Design seq_dec, sky130hd; sources not shown.
Run 1, clock nets:
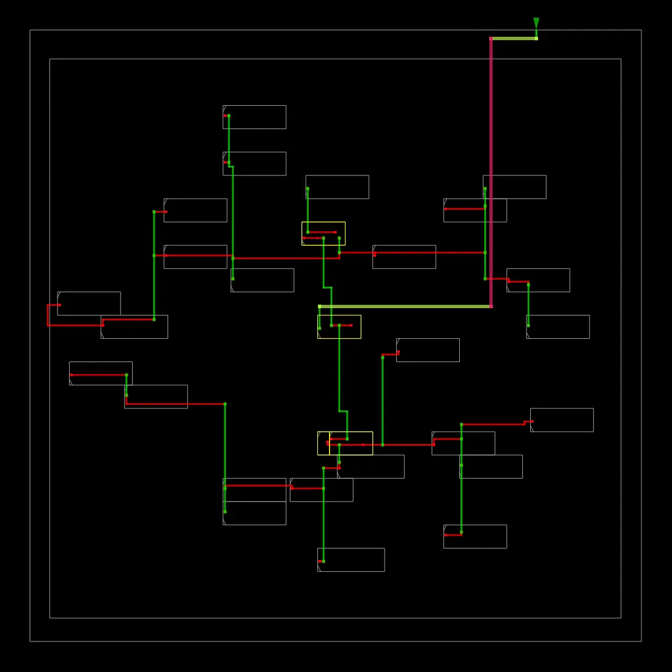
clock tree buffer count of the final layout: 4
number of flip-flops and latches: 25
setup clock skew after layout: 0.00171 ns
number of clock buffers inserted by TritonCTS: 3
power in the clock group: 0.000348 W

Run 1, port wiring:
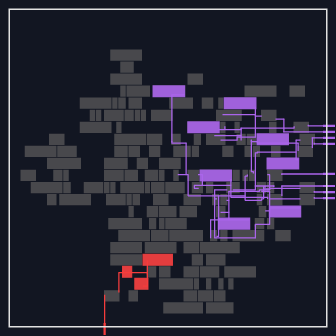
| color | port | bits | direction | edge | end cells | wire |
|---|---|---|---|---|---|---|
| red | sm_in | 1 | input | bottom | 3 | 24.9 µm |
| purple | frame_cnt | 8 | output | right | 8 | 347 µm |
I/O pin cnt: 15
count of buffers inserted at the top-level ports: 14

Run 1, signal wires by layer:
Scale bar: 20 µm.
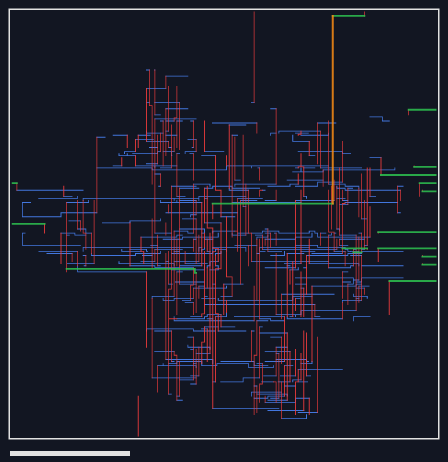
| color | layer | wire length |
|---|---|---|
| red | metal 2 | 1290 µm |
| green | metal 3 | 112 µm |
| orange | metal 4 | 31.3 µm |
| blue | metal 1 | 1200 µm |
average detailed-routed wire length per instance: 13.1 µm
total wire length after detailed routing: 2630 µm
count of vias placed by the detailed router: 973
total routing usage reported by global routing: 9.84%

Run 1, where the registers sit:
Scale bar: 20 µm. Other sequential cells in the stronger gray, the rest of the logic in the fainter gray.
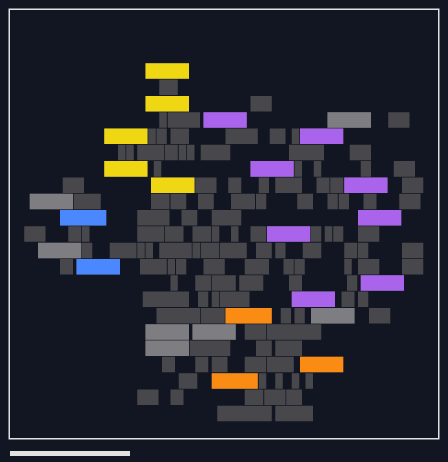
| color | signal | sequential cells |
|---|---|---|
| blue | state_q | 2 |
| orange | fill_q | 3 |
| yellow | len_q | 5 |
| purple | frame_cnt | 8 |
not colored: 7
sequential cell area share: 31.4%
Final Util: 36.9%

==> flow_summary.yaml, run 1 <==
# physical design summary
floorplan:
  chip_area_um2: 5090
  die_span_in_y_um: 71.4
  count_of_standard_cell_rows: 24
  fp.dieW_um: 71.4
  core_region_area_um2: 4350
  initial_core_util_pct: 26.1
yosys:
  yosys.area_share.xor_xnor_pct: 3.09
  ys_seq_elements: 25
  yosysWarnings: 0
  synth_nets: 135
  synthMuxAreaShare_pct: 1.87
  synth_async_sr_flop_share_pct: 0
  yosys-stat-area_um2: 1130
  dominant_cell_area_share_pct: 44.1
  synth-seq-area-share_pct: 44.1
  syn-instance-count: 122
  synth-edff-count: 0
  synth_top_cell_by_count: "sky130_fd_sc_hd__dfxtp_1"
  synth.cell_area_um2: 1130
  synth.cellmix.compoundShare_pct: 10.8
  ys_cells: 122
  netlist_top_cells_count: "sky130_fd_sc_hd__dfxtp_1 (25), sky130_fd_sc_hd__nor2_1 (11), sky130_fd_sc_hd__ha_1 (10)"
  top_cells_by_area: "sky130_fd_sc_hd__dfxtp_1 (44%), sky130_fd_sc_hd__ha_1 (11%), sky130_fd_sc_hd__nor2_1 (3.6%)"
  post_synth_fa_ha_maj_area_fraction_pct: 11.0
  synthDominantAreaCellType: "sky130_fd_sc_hd__dfxtp_1"
  synth.lib_cells_used.distinct: 34
  syn_avg_cell_area_um2: 9.30
  flop_cell: "sky130_fd_sc_hd__dfxtp_1"
  yosys.area_share.simple_pct: 25.1
  dominant_non_sequential_cell_family_after_synthesis: "simple AND/OR/NAND/NOR gates"
power:
  share_of_total_power_consumed_by_net_switching_pct: 30.8
  cell_internal_pwr_w: 0.00102
  leakage_nw: 0.587
  comb_power_share_pct: 30.6
  seq_power_w: 0.000678
  power-top-group: "registers"
  fin_total_pwr_w: 0.00148
  power.share.clock_pct: 23.5
  power.share.sequential_pct: 45.8
  power.switching_w: 0.000455
  comb_power_w: 0.000453
  vdd_ir_drop_max_uv: 332
  power_density_nw_per_um2: 921
status:
  outcome: "finished, violations left"
  failed_checks: "setup timing"
worst_setup_path:
  critPathRequiredTime_ns: 1.86
  critical_path.cell_chain: "ha_4 -> ha_4 -> a211o_4 -> and3_4 -> and3_4 -> mux2_4"
  category_of_the_worst_setup_path_capture_point: "flop"
  critPathArrivalTime_ns: 1.90
  crit_type: "flop to flop"
  critPathTopFamily: "simple AND/OR/NAND/NOR gates"
  cp.depth: 6
  critical_path_peak_fanout: 4
  crit_buf_inv: 0
  crit_path_start_kind: "flop"
  worst_path_largest_cell_delay_ns: 0.34
  rr_worst_depth: 6
  reg2reg_slack_ns: -0.05
  critical-path-slowest-cell: "sky130_fd_sc_hd__dfxtp_2"
clock_tree:
  clkTransAtPathRegs_ns: 0.08
  clock_sinks: 25
  cts_tree: "yes"
  post-cts-setup-buffers: 0
  cts_resized: 6
  cts.path.max_buffers: 2
  h_tree_depth: 1
  holdBufCountCts: 0
  cts_root_buf: "sky130_fd_sc_hd__clkbuf_8"
  insertion_delay_ns: 0.26
cells_and_area:
  final_common_cell: "sky130_fd_sc_hd__dfxtp_1"
  drive_gt1_share_pct: 26.8
  final_cell_area_um2: 1610
  fin_nets: 163
  final_layout_top_logic_cells: "sky130_fd_sc_hd__dfxtp_1 (22), sky130_fd_sc_hd__clkdlybuf4s50_1 (14), sky130_fd_sc_hd__nor2_1 (11), sky130_fd_sc_hd__inv_1 (8), sky130_fd_sc_hd__buf_4 (8)"
  num_antenna_cells: 0
  max_reg_flops: 8
  synthesis_to_layout_area_growth_pct: 41.5
timing:
  max_slew_margin_pct: 74.9
  slew_viol_final: 0
  final_report_setup_violation_count: 1
  period_needed_ns: 1.75
  max_slew.worst_pin.slew_ns: 0.376
  fin_setup_tns_ns: -0.0471
  layout_worst_path_cycle_share_pct: 103
  layout_setup_ws_ns: -0.0471
  grt_setup_unrepaired: "yes"
  final-hold-violation-count: 0
  max_freq_mhz: 572
placed_design:
  dpl_worst_slack_ns: -0.132
  placed_area_um2: 1420
  globalplace.congestion: 0.825
  dpl.hpwl_um: 1830
grt:
  number_of_global_route_vias_before_repair: 921
  grt_max_degree: 14
  antenna_found_initial: 0
  grt_first_pass_wirelength_um: 4010
  grt-ovfl-total: 0
route:
  drt_drc_violations_left: 0
  firstDrtPassIters: 4
  detail_route.vias_per_cell: 4.84
  ant_nets: 0
  dr.first_iter.drc_count: 82
hold_path:
  min_path_type: "flop to flop"
  min_delay_path_depth: 1
run:
  timing.max_cap.violations: 0
  openroad.warnings: 32
run 1: layout make-up:
| type | instances | area [µm²] |
|---|---|---|
| Fill cell | 426 | 2750 |
| Timing Repair Buffer | 26 | 239 |
| Tap cell | 52 | 65.1 |
| Inverter | 8 | 30.0 |
| Sequential cell | 25 | 504 |
| Clock buffer | 4 | 45.0 |
| Multi-Input combinational cell | 86 | 722 |
run 1: stage by stage:
step	util [%]	hold slack, ns	std cells
CTS	34.4	0.457	199
detailed placement	32.5	0.442	195
finish	36.9	0.453	201
global route	36.9	0.492	201
global placement	32.5	0.432	195
floorplan	-	0.298	122
run 1: layer usage:
layer | track usage [%] | wire length (µm)
met4 | 5.24 | 31
met2 | 15.3 | 1290
met1 | 12.4 | 1200
met5 | 0 | 0
met3 | 2.67 | 112
Run 1, drive-strength map:
Scale bar: 20 µm.
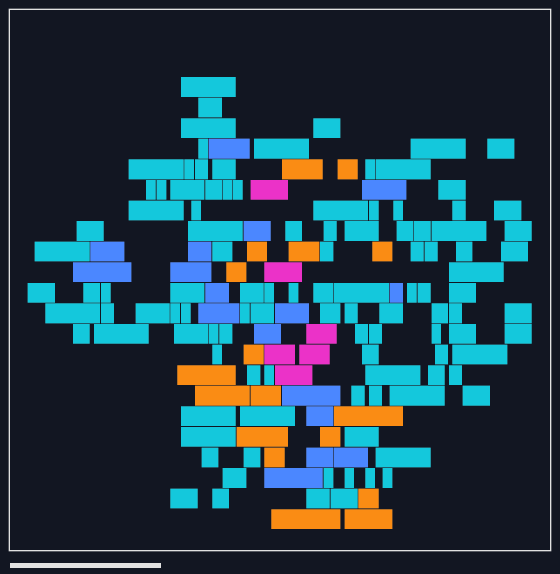

==> run 1 -> run 2 <==
Settings changed: SLEW_MARGIN set to 30.
Clock period 1.7 ns to 1.6 ns, I/O delays scaled along.
Run 2, drive-strength map:
Scale bar: 20 µm.
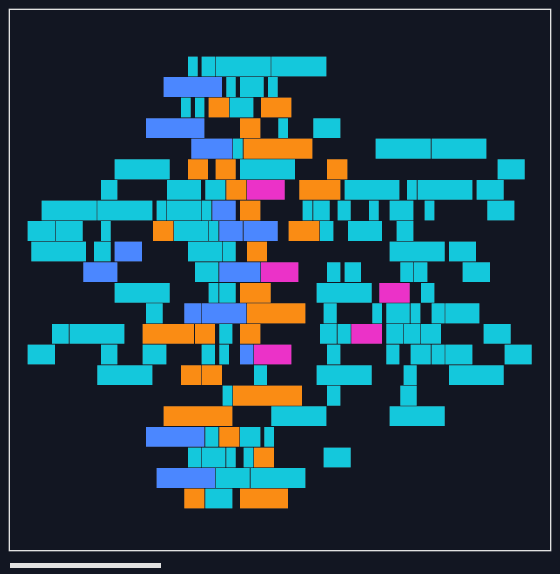
| color | size | cells | share | most used |
|---|---|---|---|---|
| orange | _3 and _4 cells | 26 | 17% | buf_4 |
| cyan | _0 and _1 cells | 110 | 71% | dfxtp_1 |
| magenta | _6 and larger | 5 | 3.2% | clkbuf_8 |
| blue | _2 cells | 14 | 9.0% | dfxtp_2 |
Layout Cell Area excl Fill: 1640 µm²
count of non-CTS buffers in the layout: 32
worst setup margin: -0.0718 ns

==> run 2 against run 1 <==
Effect of this change: the run still ends with setup timing left; final area grew 2.0%; core utilization grew 0.75 points; cell count grew 3.0%; largest power group unchanged.
==> flow_summary.yaml, run 2 <==
# physical design summary
status:
  outcome: "finished, violations left"
  failed_checks: "setup timing"
cells_and_area:
  num_antenna_cells: 0
  fin_nets: 169
  synthesis_to_layout_area_growth_pct: 44.3
  final_layout_top_logic_cells: "sky130_fd_sc_hd__dfxtp_1 (21), sky130_fd_sc_hd__buf_4 (16), sky130_fd_sc_hd__clkdlybuf4s50_1 (13), sky130_fd_sc_hd__nor2_1 (10), sky130_fd_sc_hd__inv_1 (8)"
  max_reg_flops: 8
  layout.filler_cells: 424
  final_cells: 207
  drive_gt1_share_pct: 29.0
yosys:
  synth_top_cell_by_count: "sky130_fd_sc_hd__dfxtp_1"
  yosys-stat-area_um2: 1130
  yosysWarnings: 0
  synthDominantAreaCellType: "sky130_fd_sc_hd__dfxtp_1"
  flop_cell: "sky130_fd_sc_hd__dfxtp_1"
  ys_cells: 122
  netlist_top_cells_count: "sky130_fd_sc_hd__dfxtp_1 (25), sky130_fd_sc_hd__nor2_1 (11), sky130_fd_sc_hd__ha_1 (10)"
  syn_avg_cell_area_um2: 9.30
  synth.lib_cells_used.distinct: 34
  synth_async_sr_flop_share_pct: 0
  synth_nets: 135
  top_cells_by_area: "sky130_fd_sc_hd__dfxtp_1 (44%), sky130_fd_sc_hd__ha_1 (11%), sky130_fd_sc_hd__nor2_1 (3.6%)"
  syn-instance-count: 122
  dominant_cell_area_share_pct: 44.1
floorplan:
  initial_core_util_pct: 26.1
  count_of_standard_cell_rows: 24
  ios: 15
  fp.dieW_um: 71.4
  core_region_area_um2: 4350
  chip_area_um2: 5090
clock_tree:
  cts_root_buf: "sky130_fd_sc_hd__clkbuf_8"
  h_tree_depth: 1
  clkTransAtPathRegs_ns: 0.09
  post-cts-setup-buffers: 3
  cts.path.max_buffers: 2
  holdBufCountCts: 0
  cts_resized: 8
  insertion_delay_ns: 0.27
  cts_tree: "yes"
route:
  drt_drc_violations_left: 0
  detail_route.vias_per_cell: 4.77
  wl_um: 2430
  met3RoutedLength_um: 104
  wl_met2_um: 1160
  vias: 987
  route.detailed.wl_per_inst_um: 11.8
  routed.top_layer: "met4"
  met1Wirelength_um: 1130
  firstDrtPassIters: 4
  dr.first_iter.drc_count: 16
  ant_nets: 0
power:
  leakage_nw: 0.650
  fin_total_pwr_w: 0.00153
  power.switching_w: 0.000457
  vdd_ir_drop_max_uv: 330
  cell_internal_pwr_w: 0.00108
  power.share.sequential_pct: 46.3
  power.share.clock_pct: 24.5
  power-top-group: "registers"
  comb_power_w: 0.000448
worst_setup_path:
  crit_path_start_kind: "flop"
  critical-path-slowest-cell: "sky130_fd_sc_hd__dfxtp_2"
  critPathRequiredTime_ns: 1.76
  critPathArrivalTime_ns: 1.84
  cp.depth: 6
  crit_buf_inv: 0
  worst_path_largest_cell_delay_ns: 0.34
  rr_worst_depth: 6
  critical_path_peak_fanout: 6
  category_of_the_worst_setup_path_capture_point: "flop"
timing:
  fin_setup_tns_ns: -0.302
  layout_setup_ws_ns: -0.0718
  max_slew.worst_pin.slew_ns: 0.462
  max_slew_margin_pct: 69.1
  final.hold.worst_slack_ns: 0.482
  max_freq_mhz: 598
  final_report_setup_violation_count: 11
  final-hold-violation-count: 0
grt:
  grt.total_usage_pct: 10.3
  grt_first_pass_wirelength_um: 4200
  number_of_global_route_vias_before_repair: 959
  grt-ovfl-total: 0
  grt_busiest_layer: "met2"
  met1_usage_pct: 12.3
  antenna_found_initial: 0
placed_design:
  place.port_buffers: 14
  dpl.hpwl_um: 1740
  placed_area_um2: 1470
  dpl_worst_slack_ns: -0.212
run:
  openroad.warnings: 33
  timing.max_cap.violations: 0
hold_path:
  min_delay_path_depth: 1
  min_path_type: "flop to flop"
Run 2, clock nets:
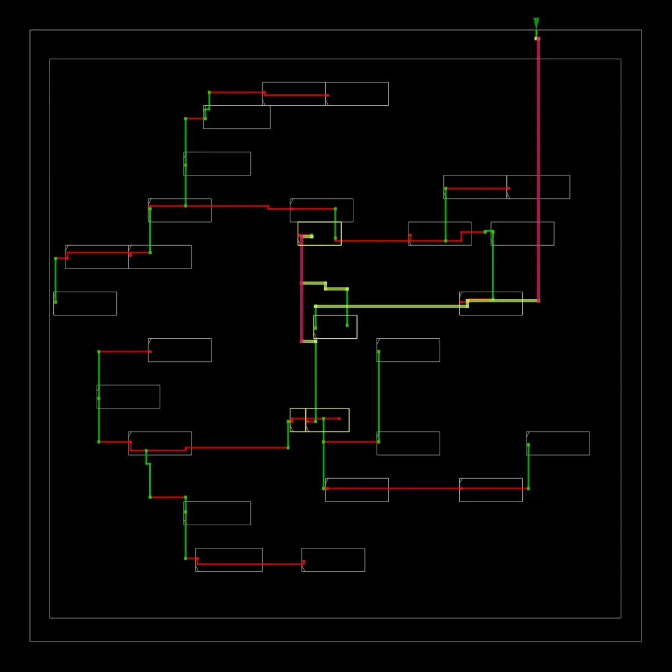
setup clock skew after layout: 0.00102 ns
TritonCTS Sinks: 25

==> run 2: cell families (layout without fill, tap and decap cells) <==
logic type	count (synthesis)	count (layout)	synth area share [%]
xor gates and xnor gates	4	4	3.09
buffers and inverters	11	44	3.97
adders and majority gates	10	10	11.0
AOI/OAI and AO/OA	20	20	10.8
DFF	25	25	44.1
muxes	2	2	1.87
and+or+nand+nor	50	50	25.1
==> run 2: cell type report <==
type	instances	area [µm²]	share of cell area [%]
Inverter	8	30.0	1.83
Multi-Input combinational cell	86	706	43.1
Clock inverter	1	5.00	0.306
Tap cell	52	65.1	3.97
Clock buffer	3	41.3	2.52
Sequential cell	25	505	30.9
Timing Repair Buffer	32	285	17.4
Power and IR drop assume default switching activity.
